**Run 1: port wiring**

Scale: 4 px per µm.
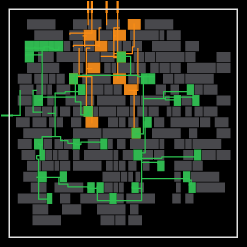
**Run 1: M3 wires**

Scale: 8 px per µm. Cells faint in the background.
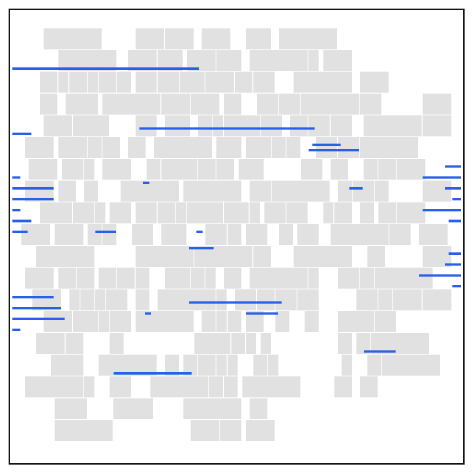
**Run 1: clock network drawn from the DEF**

Scale: 6 px per µm.
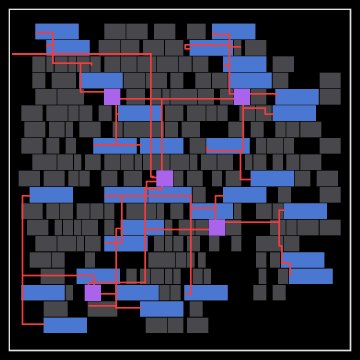
===== config.mk =====
export PLATFORM = sky130hd
export DESIGN_NAME = bin_count_monitor_flat
export DESIGN_NICKNAME = d
export VERILOG_FILES = /design/src/rtl/bin_count_monitor_if.sv /design/src/rtl/bin_count_monitor.sv /design/src/flat_wrapper.sv
export SDC_FILE = /design/constraint.sdc
export NUM_CORES = 1
export LEC_CHECK = 0
export CAP_MARGIN = 20
export CORE_UTILIZATION = 49
export CTS_CLUSTER_DIAMETER = 200
export CTS_CLUSTER_SIZE = 8
export DETAILED_ROUTE_END_ITERATION = 7
export MAX_ROUTING_LAYER = met4
export PLACE_DENSITY = 0.86
export SLEW_MARGIN = 20
export SYNTH_ARGS = -nofsm -noshare
export SYNTH_HDL_FRONTEND = slang
export SYNTH_SLANG_ARGS = --single-unit

===== constraint.sdc =====
create_clock -name clk -period 3 [get_ports clk]
set_clock_uncertainty 0.15 [all_clocks]
set_input_delay 0.6 -clock clk [delete_from_list [all_inputs] [get_ports clk]]
set_output_delay 0.6 -clock clk [all_outputs]
set_load 0.02 [all_outputs]

===== src/rtl/bin_count_monitor_if.sv =====
// bin_count_monitor_if: q/qbar/load stream from the counter and the monitor's status outputs
interface bin_count_monitor_if #(parameter int WIDTH = 4, parameter int CNT_W = 8);
  logic [WIDTH-1:0] q;
  logic [WIDTH-1:0] qbar;
  logic load;
  logic locked;
  logic err;
  logic compl_err;
  logic wrap;
  logic [CNT_W-1:0] err_count;
  logic [CNT_W-1:0] wrap_count;
  logic [1:0] state;
  modport master(output q, qbar, load, input locked, err, compl_err, wrap, err_count, wrap_count, state);
  modport slave(input q, qbar, load, output locked, err, compl_err, wrap, err_count, wrap_count, state);
endinterface


===== src/rtl/bin_count_monitor.sv =====
// bin_count_monitor: locks onto a binary counter's q/qbar stream and flags breaks; BIN_COUNT_MONITOR_RESYNC_EN lets FAULT relock via SYNC
module bin_count_monitor #(
  parameter int WIDTH = 4,
  parameter int SYNC_LEN = 2,
  parameter int CNT_W = 8
) (
  input logic clk,
  input logic reset,
  bin_count_monitor_if.slave bus
);
  typedef enum logic [1:0] {IDLE, SYNC, TRACK, FAULT} state_t;
  state_t state_q, state_d;
  logic [3:0] good_q, good_d;
  logic [WIDTH-1:0] samp_q;
  logic samp_en_q;
  logic err_q, err_d, compl_q, compl_d, wrap_q, wrap_d;
  logic [CNT_W-1:0] errc_q, errc_d, wrapc_q, wrapc_d;
  logic [WIDTH-1:0] expected;
  logic seq_ok, cmp_ok, ok;
  assign expected = samp_q + WIDTH'(samp_en_q);
  assign seq_ok = bus.q == expected;
  assign cmp_ok = bus.qbar == ~bus.q;
  assign ok = seq_ok && cmp_ok;
  always_comb begin
    state_d = state_q;
    good_d = good_q;
    err_d = 1'b0;
    compl_d = 1'b0;
    wrap_d = 1'b0;
    errc_d = errc_q;
    wrapc_d = wrapc_q;
    case (state_q)
      IDLE: state_d = SYNC;
      SYNC: begin
        good_d = ok ? good_q + 4'd1 : 4'd0;
        if (ok && good_d == 4'(SYNC_LEN)) state_d = TRACK;
      end
      TRACK: begin
        if (!ok) begin
          err_d = 1'b1;
          compl_d = !cmp_ok;
          errc_d = &errc_q ? errc_q : errc_q + CNT_W'(1);
          state_d = FAULT;
        end else if (samp_en_q && &samp_q) begin
          wrap_d = 1'b1;
          wrapc_d = wrapc_q + CNT_W'(1);
        end
      end
      FAULT: begin
`ifdef BIN_COUNT_MONITOR_RESYNC_EN
        state_d = SYNC;
        good_d = 4'd0;
`else
        state_d = FAULT;
`endif
      end
      default: state_d = IDLE;
    endcase
  end
  always_ff @(posedge clk) begin
    if (reset) begin
      state_q <= IDLE;
      good_q <= '0;
      samp_q <= '0;
      samp_en_q <= 1'b0;
      err_q <= 1'b0;
      compl_q <= 1'b0;
      wrap_q <= 1'b0;
      errc_q <= '0;
      wrapc_q <= '0;
    end else begin
      state_q <= state_d;
      good_q <= good_d;
      samp_q <= bus.q;
      samp_en_q <= bus.load;
      err_q <= err_d;
      compl_q <= compl_d;
      wrap_q <= wrap_d;
      errc_q <= errc_d;
      wrapc_q <= wrapc_d;
    end
  end
  assign bus.state = state_q;
  assign bus.locked = state_q == TRACK;
  assign bus.err = err_q;
  assign bus.compl_err = compl_q;
  assign bus.wrap = wrap_q;
  assign bus.err_count = errc_q;
  assign bus.wrap_count = wrapc_q;
endmodule


===== src/flat_wrapper.sv =====
// flat-port wrapper written by rule: the top's interface ports become plain ports
module bin_count_monitor_flat 
#(
  parameter int WIDTH = 4,
  parameter int SYNC_LEN = 2,
  parameter int CNT_W = 8
)
  (clk, reset, bus_q, bus_qbar, bus_load, bus_locked, bus_err, bus_compl_err, bus_wrap, bus_err_count, bus_wrap_count, bus_state);
  bin_count_monitor_if #(.WIDTH(WIDTH), .CNT_W(CNT_W)) bus_i ();
  input logic clk;
  input logic reset;
  input wire logic [$bits(bus_i.q)-1:0] bus_q;
  input wire logic [$bits(bus_i.qbar)-1:0] bus_qbar;
  input wire logic [$bits(bus_i.load)-1:0] bus_load;
  output wire logic [$bits(bus_i.locked)-1:0] bus_locked;
  output wire logic [$bits(bus_i.err)-1:0] bus_err;
  output wire logic [$bits(bus_i.compl_err)-1:0] bus_compl_err;
  output wire logic [$bits(bus_i.wrap)-1:0] bus_wrap;
  output wire logic [$bits(bus_i.err_count)-1:0] bus_err_count;
  output wire logic [$bits(bus_i.wrap_count)-1:0] bus_wrap_count;
  output wire logic [$bits(bus_i.state)-1:0] bus_state;
  assign bus_i.q = bus_q;
  assign bus_i.qbar = bus_qbar;
  assign bus_i.load = bus_load;
  assign bus_locked = bus_i.locked;
  assign bus_err = bus_i.err;
  assign bus_compl_err = bus_i.compl_err;
  assign bus_wrap = bus_i.wrap;
  assign bus_err_count = bus_i.err_count;
  assign bus_wrap_count = bus_i.wrap_count;
  assign bus_state = bus_i.state;
  bin_count_monitor #(.WIDTH(WIDTH), .SYNC_LEN(SYNC_LEN), .CNT_W(CNT_W)) u_core (.clk(clk), .reset(reset), .bus(bus_i));
endmodule

==> run summary, run 1 <==
This note records the results obtained with Yosys and OpenROAD.

Run status
The flow ran to the end, and the final reports show no timing, DRC or antenna violations.

Drt
The script logs the mean routed wire length per placed instance as 13.9 µm. For this block, the initial DRC count from the detailed router was 34. The script parses the final routing iteration and logs DRC violations as 0. In the log, the iteration count for the first detailed-route pass is 4. The final wirelength is around 3400 µm. Per the detail_route report, vias per standard cell equal approximately 5.9. The detailed-route via count is between 1000 and 1500. Nets still carrying antenna violations after routing amount to 0.

Final timing
Adding up every negative setup slack in the final design gives 0 ns. The maximum frequency from static timing analysis is 0.374 GHz. The final timing report counts setup violations totalling 0.

In the final report, the number of hold violations comes to 0. The final timing summary puts the cycle share of the worst path at 0.892. At the pin with the least slew margin, the transition time is between 0.5 and 0.6 ns. In the final report, the number of pins over their slew limit comes to 0.

The worst slew slack as a fraction of its limit is 0.623. Once routing completed, OpenROAD measured the worst setup slack at 0.324 ns. Setup repair after global routing left no endpoint under its margin. After layout, the minimum clock period comes to about 2.7 ns.

Synth
Per the post-synthesis report, the number of cells in the design is about 170. The flip-flop and latch count after synthesis is 30. The mean area per synthesized cell is a little under 9 µm². Yosys attributes the largest share of cell area to dfxtp_1 (41%), a21oi_1 (5.5%), or4_1 (5.1%).

When the netlist entered floorplanning its net count stood at between 150 and 200. The synthesis log from Yosys contains 0 warnings. The total cells reported by yosys after synthesis is 168. The biggest area contributor in the post-synthesis netlist is dfxtp_1.

In the synthesis report, Yosys lists the chip area as around 1500 µm². For this run, the register share of the synthesized area comes to 0.411. The portion of synthesized cell area occupied by the leading cell type is 0.411.

In this run the cell area of the synthesized design comes to 1460 µm². The number of different library cells used by synthesis comes to 30.

Power
The peak ir drop on the vdd network is between 300 and 400 µV. Of the total power, the clock network draws 0.350. Of the total power, combinational logic draws 0.082. The script computed the net switching share of total power as 0.233.

The static power due to leakage is 0.680 nW. The power report attributes to the sequential group a share of 0.568. The internal power is around 0.55 mW. The net switching power in the latest report is ~0.17 mW. The flow reported a cell area power density of approximately 370 nW/µm².

Setup path
The startpoint kind of the worst setup timing path is an input port. The critical path is of the in -> reg type. Across all register-to-register paths, the minimum setup slack is about 0.37 ns.

The worst setup path is captured at a register. The launch point of the worst path is bus_q[3]. The maximum fanout along the worst path is 16. The critical path arrival is about 2.8 ns. For the worst reg-to-reg path, the startpoint reported by OpenROAD is u_core.samp_en_q.

Measured in cells, the most critical reg-to-reg path has a length of 8. The required time at the worst endpoint is listed as 3.12 ns. The critical path endpoint is u_core.good_q[3]. The terminus of the critical flop-to-flop path is u_core.good_q[3].

Cells and area
The final standard cell utilization of the core is 0.695. Compared with the post-synthesis result, the final layout area differs by 32.3%. The final layout net count is 226. Once layout is done, the placed cells without fillers occupy 1930 µm². Excluding fillers, the count of instances in the completed layout stands at about 240. The number of antenna cells inserted is 0. Per the final layout report, the fraction of cells sized above drive strength 1 comes to 0.104.

Clock tree
The clock transition at the register clock pins on the worst setup and hold paths after CTS is 0.10 ns. Looking at the clock tree report, the maximum root-to-sink buffer count equals 2. In this run, CTS created clock tree buffers numbering 5. The number of cells upsized or downsized after cts is 0. The level count of the clock H-tree is 2. The number of sinks driven by the clock tree is 30. In this run the clock root is driven by a clkbuf_4. The hold-fix buffer count after cts is 0.

Per the repair_timing log after CTS, setup buffers inserted total 0. The clock network latency to the later pin of the worst-skew pair is ~0.33 ns. The TritonCTS clock tree is built.

Global route
The first global-routing pass estimated roughly 5700 µm of wire. The maximum number of pins on one net before global-route repair is 19. The number of global-route vias before repair was about 1400.

The total congestion overflow is 0. The initial antenna violation count is 0. The combined global-route utilization of all metal layers is 0.233.

Job
The run reported a max-capacitance violation count of 0. The tool warning count for the run is 26.

Placement
The detailed-placement wirelength estimate is 2490 µm. Input and output buffers added on the ports amount to 32. Logged for this run, the post-placement worst setup slack is -0.0237 ns. The global placement routability congestion is between 0.8 and 0.9.

Summing all placed instances gives a cell area of 1870 µm². In this run, placement finished with an instance count of between 200 and 250.

Floorplan
The number of standard-cell rows in the floorplan is 19. Measured along the y axis, the die boundary spans between 50 and 60 µm. The chip occupies about 3200 µm². The core region is ~2800 µm². The number of top-level pins is 33.

The starting density of the core is 0.526. According to the floorplan report, the die width is around 57 µm.

Min path
STA lists the startpoint of the worst hold path as u_core.bus.wrap_count[3]. The hold path depth is 2. The type of the worst min-delay path is reg -> reg. The end of the worst hold path is u_core.bus.wrap_count[3].
About 'port wiring':
bus_q -> orange  # direction input, end cells 12, buffers 7, wire 145 µm
reset -> green  # direction input, end cells 34, buffers 3, wire 284 µm

About 'M3 wires':
longest straight run = 23.0 µm
wire length on this layer = 147 µm
share of all routed wire = 4.3%
nets with wire on the layer = 30
main direction = horizontal

About 'clock network drawn from the DEF':
clock wires -> red  # length 373 µm
flip-flops -> blue  # count 30
clock drivers -> purple  # count 5
flops lie = all over the die
routed clock nets = 6

## run 1: Yosys cell counts
library cell / number
nand2_1: 12
o2111ai_1: 1
o31ai_1: 8
nor2b_1: 10
clkbuf_1: 5
nor3_1: 4
nor4_1: 2
nand4_1: 7
xor2_1: 5
nor2_1: 5
or4_1: 10
xnor2_1: 5
o21ai_0: 6
a31oi_1: 1
mux2i_1: 1
and2_1: 2
nor3b_1: 1
mux2_2: 4
nand3b_1: 1
nor4b_1: 1
and3_1: 3
nand3_1: 8
buf_2: 2
inv_1: 5
a21oi_1: 16
ha_1: 5
dfxtp_1: 30
or3_1: 5
o211ai_1: 1
nand2b_1: 2
## run 1: metrics by stage
stage,hold WS (ns),total power [mW]
6_report,0.345,0.714
5_1_grt,0.355,0.744
4_1_cts,0.348,0.722
3_5_place_dp,0.335,0.473
3_3_place_gp,0.314,0.470
2_1_floorplan,0.319,0.441
## run 1: power groups by stage
stage	Combinational [mW]	Sequential (mW)	Clock, mW
after global placement	0.0557	0.415	0
after global routing	0.0638	0.406	0.274
after detailed placement	0.0586	0.415	0
final	0.0588	0.405	0.250
after CTS	0.0588	0.406	0.257
after floorplan	0.0257	0.415	0
## run 1: layout by cell type, fill, tap and decap left out
cell type	instances
and3_1	3
mux2i_1	1
o31ai_1	8
clkbuf_1	1
nor3_1	4
a31oi_1	1
clkbuf_8	1
mux2_2	4
buf_4	10
a21oi_1	16
nor4_2	1
nand4_1	7
inv_1	5
nand3b_1	1
xor2_1	5
nor4b_1	1
or4_1	10
nor2_1	5
and2_1	2
o211ai_1	1
nor2b_1	10
nand2_1	12
nand3_1	8
xnor2_1	5
nor3b_1	1
clkbuf_4	5
dfxtp_1	30
clkdlybuf4s50_1	32
nor4_1	1
or3_1	5
nand2b_1	2
clkinv_2	1
o21ai_0	6
o2111ai_1	1
ha_1	5
## run 1: kinds of logic (layout without fill, tap and decap cells)
logic type,Yosys count,in the layout,share of synthesized area
DFF,30,30,0.411
adders and majority gates,5,5,0.0428
AOI/OAI and AO/OA,33,33,0.132
buffers and inverters,12,55,0.0325
xor gates and xnor gates,10,10,0.0599
muxes,5,5,0.0376
and+or+nand+nor,73,73,0.285
## run 1: flip-flops by register name (all words and copies together) (netlist names)
| register | flops |
|---|---|
| u_core.good_q | 4 |
| u_core.bus.err_count | 8 |
| u_core.bus.state | 2 |
| u_core.bus.wrap_count | 8 |
| u_core.samp_en_q | 1 |
| u_core.samp_q | 4 |
| u_core.bus.wrap | 1 |
| u_core.bus.compl_err | 1 |
| u_core.bus.err | 1 |
## run 1: area by class of cell
cell class	instances	area [µm²]
Sequential cell	30	601
Timing Repair Buffer	42	395
Clock buffer	7	55.1
Multi-Input combinational cell	126	821
Inverter	5	18.8
Clock inverter	1	5.00
Fill cell	210	847
Tap cell	31	38.8
## run 1: worst max-delay path, cell delays in order
cell and delay, ns:
clkdlybuf4s50_1 0.52, xor2_1 0.18, xnor2_1 0.10, or4_1 0.51, buf_4 0.20, or4_1 0.51, a31oi_1 0.16
## run 1: per-layer routing
layer  track usage  vias to the layer above  routed length [µm]
met2         0.405                       42                1750
met5             -                        -                   0
met1         0.237                      673                1410
li1              -                      702                   -
met4         0.125                        0                  67
met3        0.0622                        9                 146
==> run 2: changes to the inputs <==
--- a/config.mk
+++ b/config.mk
@@ -10,7 +10,6 @@
 export CTS_CLUSTER_DIAMETER = 200
 export CTS_CLUSTER_SIZE = 8
 export DETAILED_ROUTE_END_ITERATION = 7
-export MAX_ROUTING_LAYER = met4
 export PLACE_DENSITY = 0.86
 export SLEW_MARGIN = 20
 export SYNTH_ARGS = -nofsm -noshare
==> run summary, run 2 <==
This note records the results obtained with Yosys and OpenROAD.

Run status
The run finished with clean final reports.

Synth
After synthesis, the cell types taking the most area are dfxtp_1 (41%), a21oi_1 (5.5%), or4_1 (5.1%). The number of warning messages in the yosys log is 0. The flip-flop and latch count after synthesis is 30. The predominant post-synthesis flop cell is dfxtp_1.

The largest total area in the synthesized netlist belongs to dfxtp_1. The stat command in Yosys gives a chip area of approximately 1500 µm². The most frequently used library cell after synthesis is dfxtp_1.

The synthesized netlist was found by Yosys to have between 150 and 200 cells. Synthesis produced ~170 cells. The synthesized area is 1460 µm². Synthesis produced a netlist with a net count of between 150 and 200. The count of flip-flops with a built-in enable after synthesis is 0. Each instance of the synthesized netlist takes up on average 8.71 µm².

The share of the Yosys chip area taken by registers is 0.411. Of the post-synthesis cell area, the dominant cell type holds 0.411. After synthesis, the most frequently instantiated cells are dfxtp_1 (30), a21oi_1 (16), nand2_1 (12). For this run, asynchronously set or reset flops after synthesis account for 0. The number of different library cells used by synthesis comes to 30.

Power
The peak ir drop on the vdd network is about 350 µV. The static power due to leakage is a little under 0.7 nW. The power consumption is ~0.71 mW. The power density normalized to cell area is ~370 nW/µm².

Cells and area
Of the cells placed in the final design, the portion with a size suffix greater than 1 is 0.104. From synthesis to final layout, the design area changed by 32.3%. The library cells used most frequently in the layout, excluding fill and tap cells, are clkdlybuf4s50_1 (32), dfxtp_1 (30), a21oi_1 (16).

Excluding fillers, the count of instances in the completed layout stands at 242. The number of antenna cells inserted is 0. The final layout net count is 226. The count of filler cells inserted in the layout is roughly 210. Leaving out fill and tap cells, the most frequent cell in the layout is clkdlybuf4s50_1.

Floorplan
The chip occupies 3210 µm². The starting density of the core is 0.526. The number of top-level pins is 33. The horizontal die dimension is around 57 µm. After floorplanning, the core was divided into 19 placement rows. The vertical die dimension is roughly 57 µm.

Per the OpenROAD floorplan log, the area of the core is roughly 2800 µm².

Clock tree
The maximum buffer depth of the clock tree is 2. The H-tree generated during clock tree synthesis spans 2 levels. Post-CTS repair changed the size of 0 cells.

The number of buffers created by CTS is 5. The hold-fix buffer count after cts is 0. Once the clock tree was built, the setup fixing pass inserted 0 buffers. The clock root buffer is clkbuf_4. The clock transition at the register clock pins on the worst setup and hold paths after CTS is roughly 0.1 ns. The clock network latency to the later pin of the worst-skew pair is 0.33 ns. TritonCTS built the clock tree. The number of sinks driven by the clock tree is 30.

Setup path
The required time at the worst endpoint is listed as ~3.1 ns. STA reports a reg2reg setup slack of around 0.36 ns. The most critical setup path has its startpoint at bus_q[3]. The startpoint identified for the worst register-to-register timing path is u_core.samp_en_q. The critical path endpoint is u_core.good_q[3]. STA lists the endpoint of the worst register-to-register path as u_core.good_q[3]. The critical path arrival is around 2.8 ns. The worst setup path is launched from an input port. The worst setup path is of the in -> reg kind. The maximum fanout along the worst path is 16.

The cell count of the worst reg-to-reg path is 8. The worst setup path is captured at a register.

Placement
The placed cell count is roughly 230. The pre-CTS setup check shows a worst slack of -0.0237 ns. The number of port buffers is 32. At the end of routability-driven placement, the weighted congestion stood at 0.842.

The HPWL after detailed placement is about 2500 µm.

Global route
The total congestion overflow is 0. The maximum number of pins on one net before global-route repair is 19. The number of global-route vias before repair is 1370. The initial antenna violation count was 0. Overall routing resource usage recorded by global route was 0.227. The first global-routing pass estimated 5660 µm of wire.

Min path
The type of the worst min-delay path is reg -> reg.

Final timing
The part of the cycle the worst path needs is 0.896. The final-report setup violation count is 0. The critical path in the final layout is reported with a setup slack of 0.311 ns. Across all checked pins, the minimum headroom to the slew limit is 0.625. Max-slew check failures listed in the final report amount to 0. The slew at the pin closest to its max-slew limit is between 0.5 and 0.6 ns.

Setup repair after global routing left no endpoint under its margin. The number of endpoints with negative hold slack in the final report is 0. The final total negative setup slack is 0 ns. Subtracting the final worst setup slack from the clock period gives between 2 and 3 ns. Per the timing report, the achievable frequency comes out to between 0.3 and 0.4 GHz.

Drt
The remaining antenna violation count is 0. The detailed-route via count is about 1400. The wire length recorded after detailed routing is about 3400 µm.

The via count normalized by instance count is 5.88. The number of DRC markers after the initial detailed-route iteration is 41. The number of remaining DRC errors is 0. According to the report, the first pass of detailed routing completed in 4 iterations.

Job
The max-capacitance violation count is 0. The warning total across the stage logs is 26.
==> run 2: cell counts after synthesis <==
Identical to the previous run, type by type.
==> run 2: kinds of logic after synthesis <==
kind of cell               count (synthesis)  synth area share
AOI/OAI and AO/OA                         33             0.132
xor gates and xnor gates                  10            0.0599
adders and majority gates                  5            0.0428
buffers and inverters                     12            0.0325
DFF                                       30             0.411
muxes                                      5            0.0376
and+or+nand+nor                           73             0.285
==> run 2: routing by layer <==
| layer | vias to the layer above | GRT usage | part of all wire |
|---|---|---|---|
| li1 | 702 | - | - |
| met1 | 671 | 0.234 | 0.42 |
| met2 | 39 | 0.405 | 0.51 |
| met3 | 11 | 0.0668 | 0.044 |
| met4 | 0 | 0.125 | 0.024 |
| met5 | - | 0 | 0 |
==> run 2: power breakdown <==
part,internal (mW),switching (mW)
clock network,0.113,0.136
registers,0.402,0.00320
logic,0.0322,0.0266
==> run 2: per-stage QoR <==
step | hold WS (ns) | instance area [µm²]
6_report | 0.345 | 1930
5_1_grt | 0.355 | 1930
4_1_cts | 0.348 | 1930
3_5_place_dp | 0.335 | 1870
3_3_place_gp | 0.314 | 1870
2_1_floorplan | 0.319 | 1460
==> run 2: worst min-delay path by stage <==
stage                              from                       end  cells past startpoint
2_1_floorplan          u_core.good_q[1]          u_core.good_q[1]                      2
3_3_place_gp   u_core.bus.wrap_count[7]  u_core.bus.wrap_count[7]                      2
5_1_grt        u_core.bus.wrap_count[7]  u_core.bus.wrap_count[7]                      2
3_5_place_dp   u_core.bus.wrap_count[3]  u_core.bus.wrap_count[3]                      2
6_report       u_core.bus.wrap_count[3]  u_core.bus.wrap_count[3]                      2
4_1_cts        u_core.bus.wrap_count[7]  u_core.bus.wrap_count[7]                      2
==> run 2: critical path: stages <==
cell	delay (ns)
clkdlybuf4s50_1	0.52
xor2_1	0.18
xnor2_1	0.10
or4_1	0.51
buf_4	0.20
or4_1	0.51
a31oi_1	0.17
==> run 2: layout make-up <==
| class | count | area, µm² | share of cell area |
|---|---|---|---|
| clock inverter | 1 | 5.00 | 0.00259 |
| timing repair buffer | 42 | 395 | 0.204 |
| multi-input combinational | 126 | 821 | 0.424 |
| clock buffer | 7 | 55.1 | 0.0285 |
| sequential | 30 | 601 | 0.310 |
| inverter | 5 | 18.8 | 0.00970 |
| tap | 31 | 38.8 | 0.0201 |
**Run 2: port wiring**

Scale: 4 px per µm.
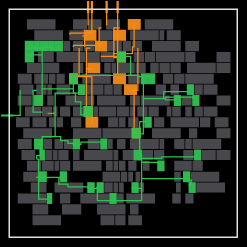
bus_q -> orange  # direction input, end cells 12, buffers 7, wire 145 µm
reset -> green  # direction input, end cells 34, buffers 3, wire 284 µm

**Run 2: M3 wires**

Scale: 8 px per µm. Cells faint in the background.
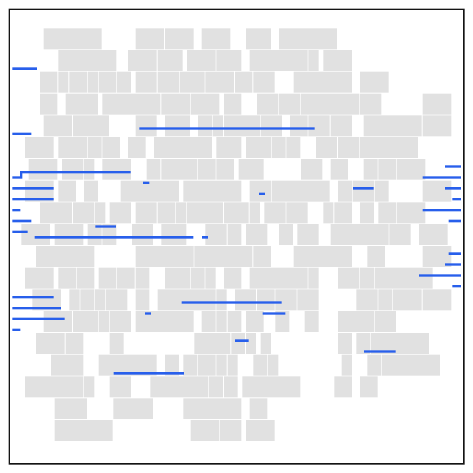
nets with wire on the layer = 29
share of all routed wire = 4.4%
longest straight run = 21.6 µm
main direction = horizontal

**Run 2: routing congestion map**

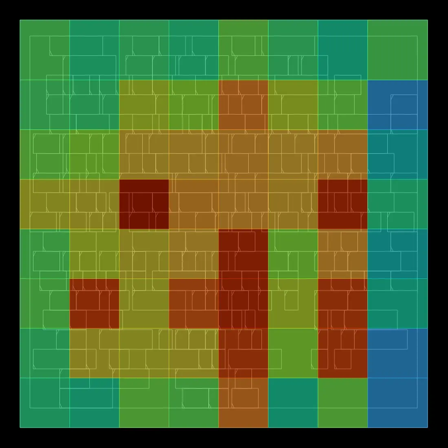
global-route track usage on met2: 0.405
final core area utilization: 0.695
busiest metal layer after global routing: met2
Avg WL per Cell: 13.9 µm
met1 capacity usage during global routing: 0.234

==> run 3: changes to the inputs <==
--- a/config.mk
+++ b/config.mk
@@ -6,6 +6,7 @@
 export NUM_CORES = 1
 export LEC_CHECK = 0
 export CAP_MARGIN = 20
+export CORE_MARGIN = 1
 export CORE_UTILIZATION = 49
 export CTS_CLUSTER_DIAMETER = 200
 export CTS_CLUSTER_SIZE = 8
==> run summary, run 3 <==
This note records the results obtained with Yosys and OpenROAD.

Synth
The area fraction of the largest cell type after synthesis is 0.411. The cell-mix breakdown from Yosys lists the adder-cell area share as 0.0428. Per the synthesis report, the AND-OR/OR-AND share of the synthesized area is 0.132.

Per the post-synthesis report, the number of cells in the design is 168. The number of warning messages in the yosys log is 0. The proportion of synthesized area in mux cells is 0.0376. Among the non-sequential cells, simple AND/OR/NAND/NOR gates take the most area.

The most frequently used cell type in the post-synthesis netlist is dfxtp_1. The synthesized design contains 0 enable-type register cells. The proportion of synthesized chip area in sequential cells is 0.411.

Counting every net in the synthesized netlist gives 184. In the synthesis report, Yosys lists the chip area as 1460 µm². Dividing the synthesized area by the synthesized cell count gives 8.71 µm². Per the synthesis report, the dominant area consumer among library cells is dfxtp_1. In this run, the synthesized area fraction spent on xor and xnor cells is recorded as 0.0599. Of all flip-flops after synthesis, the portion carrying an async set or reset was 0. The area fraction in and, or, nand and nor cells after synthesis is 0.285.

Counting instances in the post-synthesis netlist gives the leading cell types as dfxtp_1 (30), a21oi_1 (16), nand2_1 (12). The total cells reported by yosys after synthesis is 168. Synthesis inferred 30 register bits. Ranked by total cell area, the synthesized netlist is headed by dfxtp_1 (41%), a21oi_1 (5.5%), or4_1 (5.1%). The commonest register cell is dfxtp_1. After synthesis the cells add up to 1460 µm².

The distinct cell type count after synthesis is 30.

Cells and area
Relative to the synthesized area, the layout overhead comes to 32.3%. For this run, the script counts the antenna cells in the layout as 0. The final layout net count is between 200 and 250. The dominant logic cell type in the layout is clkdlybuf4s50_1. Per the final layout report, the fraction of cells sized above drive strength 1 comes to 0.104.

Ranking logic cells in the layout by count gives the top entries clkdlybuf4s50_1 (32), dfxtp_1 (30), a21oi_1 (16). The cell area after layout is 1930 µm². Per the layout report, the design carries between 200 and 250 filler cells.

Power
The static power due to leakage is between 0.6 and 0.7 nW. The relative contribution of combinational cells to total power is 0.082. The net switching component of the power is between 0.15 and 0.2 mW. After layout, the design draws a total of 0.714 mW. The power report attributes to the sequential group a share of 0.568. The analysis reports a worst IR drop on VDD of ~350 µV. The internal power is 0.548 mW. The share of total power in the clock network is 0.350. The script computed the net switching share of total power as 0.232. The flow reported a cell area power density of 369 nW/µm².

Final timing
Looking at the max-slew report, the worst-margin pin has a slew of around 0.56 ns. The slew check shows that the tightest pin keeps a relative margin of 0.625. The final total negative setup slack is 0 ns. The part of the cycle the worst path needs is 0.896. The number of endpoints with negative hold slack in the final report is 0. The maximum frequency from static timing analysis is 0.372 GHz.

The setup slack of the critical path after layout is 0.311 ns. Setup repair after global routing left no endpoint under its margin. Max-slew check failures listed in the final report amount to 0.

The minimum clock period is around 2.7 ns. For this run, the final setup violation count is recorded as 0. Hold timing on the final database bottoms out at a slack of around 0.34 ns.

Setup path
The required time at the worst endpoint is listed as 3.12 ns. The critical path arrival is about 2.8 ns. Logic depth along the worst register-to-register path is recorded as 8.

The register-to-register setup slack is 0.36 ns. The startpoint kind of the worst setup timing path is an input port. The type of destination of the critical path is a register. The maximum fanout along the worst path is 16.

For reference, the most critical setup path is categorized as in -> reg.

Min path
The tightest min-delay check is of the reg -> reg type. In the hold timing report, the worst path depth is 2.

Drt
Dividing the detail-routed wire length by the instance count gives 13.9 µm. The number of DRC markers after the initial detailed-route iteration is around 41. In the routed layout, each cell is associated on average with a via count of just under 6.

The first detailed-routing pass took 4 iterations. The routed layout has ~1400 vias. The remaining antenna violation count is 0. The routed design has around 3400 µm of wire. Per the detail_route report, DRC violations left total 0.

Global route
The initial antenna violation count is 0. The number of global-route vias before repair is between 1000 and 1500. The maximum number of pins on one net before global-route repair is 19. The total congestion overflow is 0. The first global-routing pass estimated 5660 µm of wire.

Clock tree
Post-CTS repair ended up resizing 0 cells. The number of buffers created by CTS is 5. The maximum buffer depth of the clock tree is 2. Counting every sink on the clock net gives 30. In this run the clock root is driven by a clkbuf_4. TritonCTS built the clock tree. The number of setup buffers added after CTS is 0.

For the worst-skew pair, the clock arrives at the later sink with an insertion delay of ~0.33 ns. Buffers inserted to repair hold after CTS numbered 0. The level count of the clock H-tree is 2.

The timing report gives the clock slew at the launch and capture registers of the worst setup and hold paths as roughly 0.10 ns.

Placement
The worst slack at placement is -0.0237 ns. At the end of routability-driven placement, the weighted congestion stood at ~0.84. The placed standard-cell area is around 1900 µm². Detailed placement ended at an HPWL of 2490 µm. Buffers placed on the I/O ports in this run total 32.

Floorplan
The number of standard-cell rows in the floorplan is 19. The number of top-level pins is 33. The floorplan step records an initial core utilization of 0.526. The core box area is 2780 µm². The floorplan step set the die width to 56.6 µm.

After floorplanning, the die was sized to cover approximately 3200 µm². In this run the vertical extent of the chip is ~57 µm.

Run status
The run finished with clean final reports.

Job
Warnings raised by the tools during the run amount to 26. In this run the maximum-capacitance check reported violations numbering 0.
run 3: power groups by stage:
stage	Clock [mW]	Sequential, mW	Combinational, mW
6_report	0.249	0.405	0.0588
5_1_grt	0.274	0.406	0.0638
4_1_cts	0.257	0.406	0.0588
3_5_place_dp	0	0.415	0.0586
3_3_place_gp	0	0.415	0.0557
2_1_floorplan	0	0.415	0.0257
run 3: worst max-delay path, stage by stage:
cell             delay (ns)
clkdlybuf4s50_1        0.52
xor2_1                 0.18
xnor2_1                0.10
or4_1                  0.51
buf_4                  0.20
or4_1                  0.51
a31oi_1                0.17
run 3: final cells by class:
type / instances / area, µm² / share of cell area
timing repair buffer: 42 / 395 / 0.204
clock inverter: 1 / 5.00 / 0.00259
tap: 31 / 38.8 / 0.0201
sequential: 30 / 601 / 0.310
clock buffer: 7 / 55.1 / 0.0285
multi-input combinational: 126 / 821 / 0.424
inverter: 5 / 18.8 / 0.00970
run 3: metrics by stage:
stage,util,cells
floorplan,-,168
global placement,0.674,234
detailed placement,0.674,234
CTS,0.695,242
global route,0.695,242
finish,0.695,242
run 3: per-layer routing:
metal  up-vias  GRT usage  wire [µm]
met4         0      0.125         82
met3        11     0.0668        149
met5         -          0          0
li1        702          -          -
met2        39      0.405       1730
met1       671      0.234       1400
run 3: worst paths after layout:
check / start / endpoint
max: bus_q[3] / u_core.good_q[3]
min: u_core.bus.wrap_count[3] / u_core.bus.wrap_count[3]
max reg2reg: u_core.samp_en_q / u_core.good_q[3]
min reg2reg: u_core.bus.wrap_count[3] / u_core.bus.wrap_count[3]
run 3: logic make-up after synthesis:
family	count (synthesis)
AND-OR/OR-AND	33
XOR/XNOR	10
adder cells (fa/ha/maj)	5
buffers and inverters	12
flip-flops	30
multiplexers	5
AND/OR/NAND/NOR	73
**Run 3: routing congestion map**

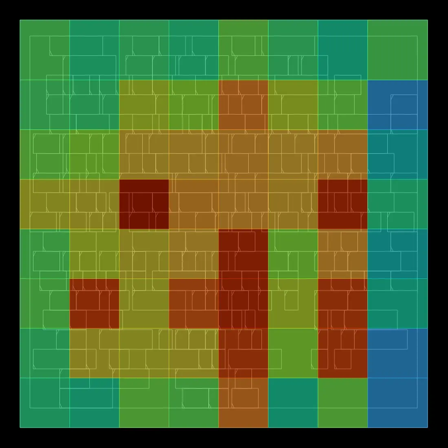
total routing resource utilization after global routing: 0.227
GR Util met3: 0.0668

**Run 3: M3 wires**

Scale: 8 px per µm. Cells faint in the background.
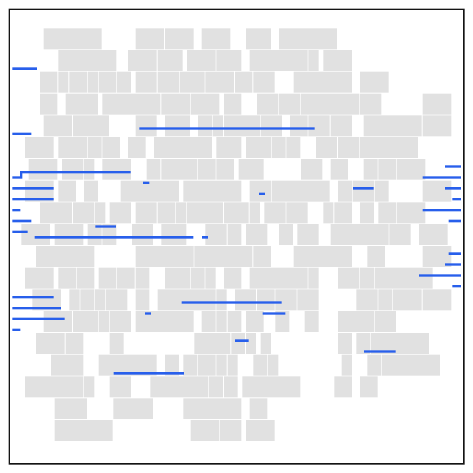
share of all routed wire = 4.4%
nets with wire on the layer = 29

**Run 3: clock network drawn from the DEF**

Scale: 6 px per µm.
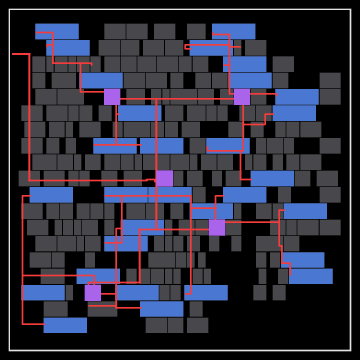
flip-flops -> blue  # count 30
clock wires -> red  # length 370 µm
clock drivers -> purple  # count 5
flops lie = all over the die

Power is estimated from default activity; no workload was simulated.
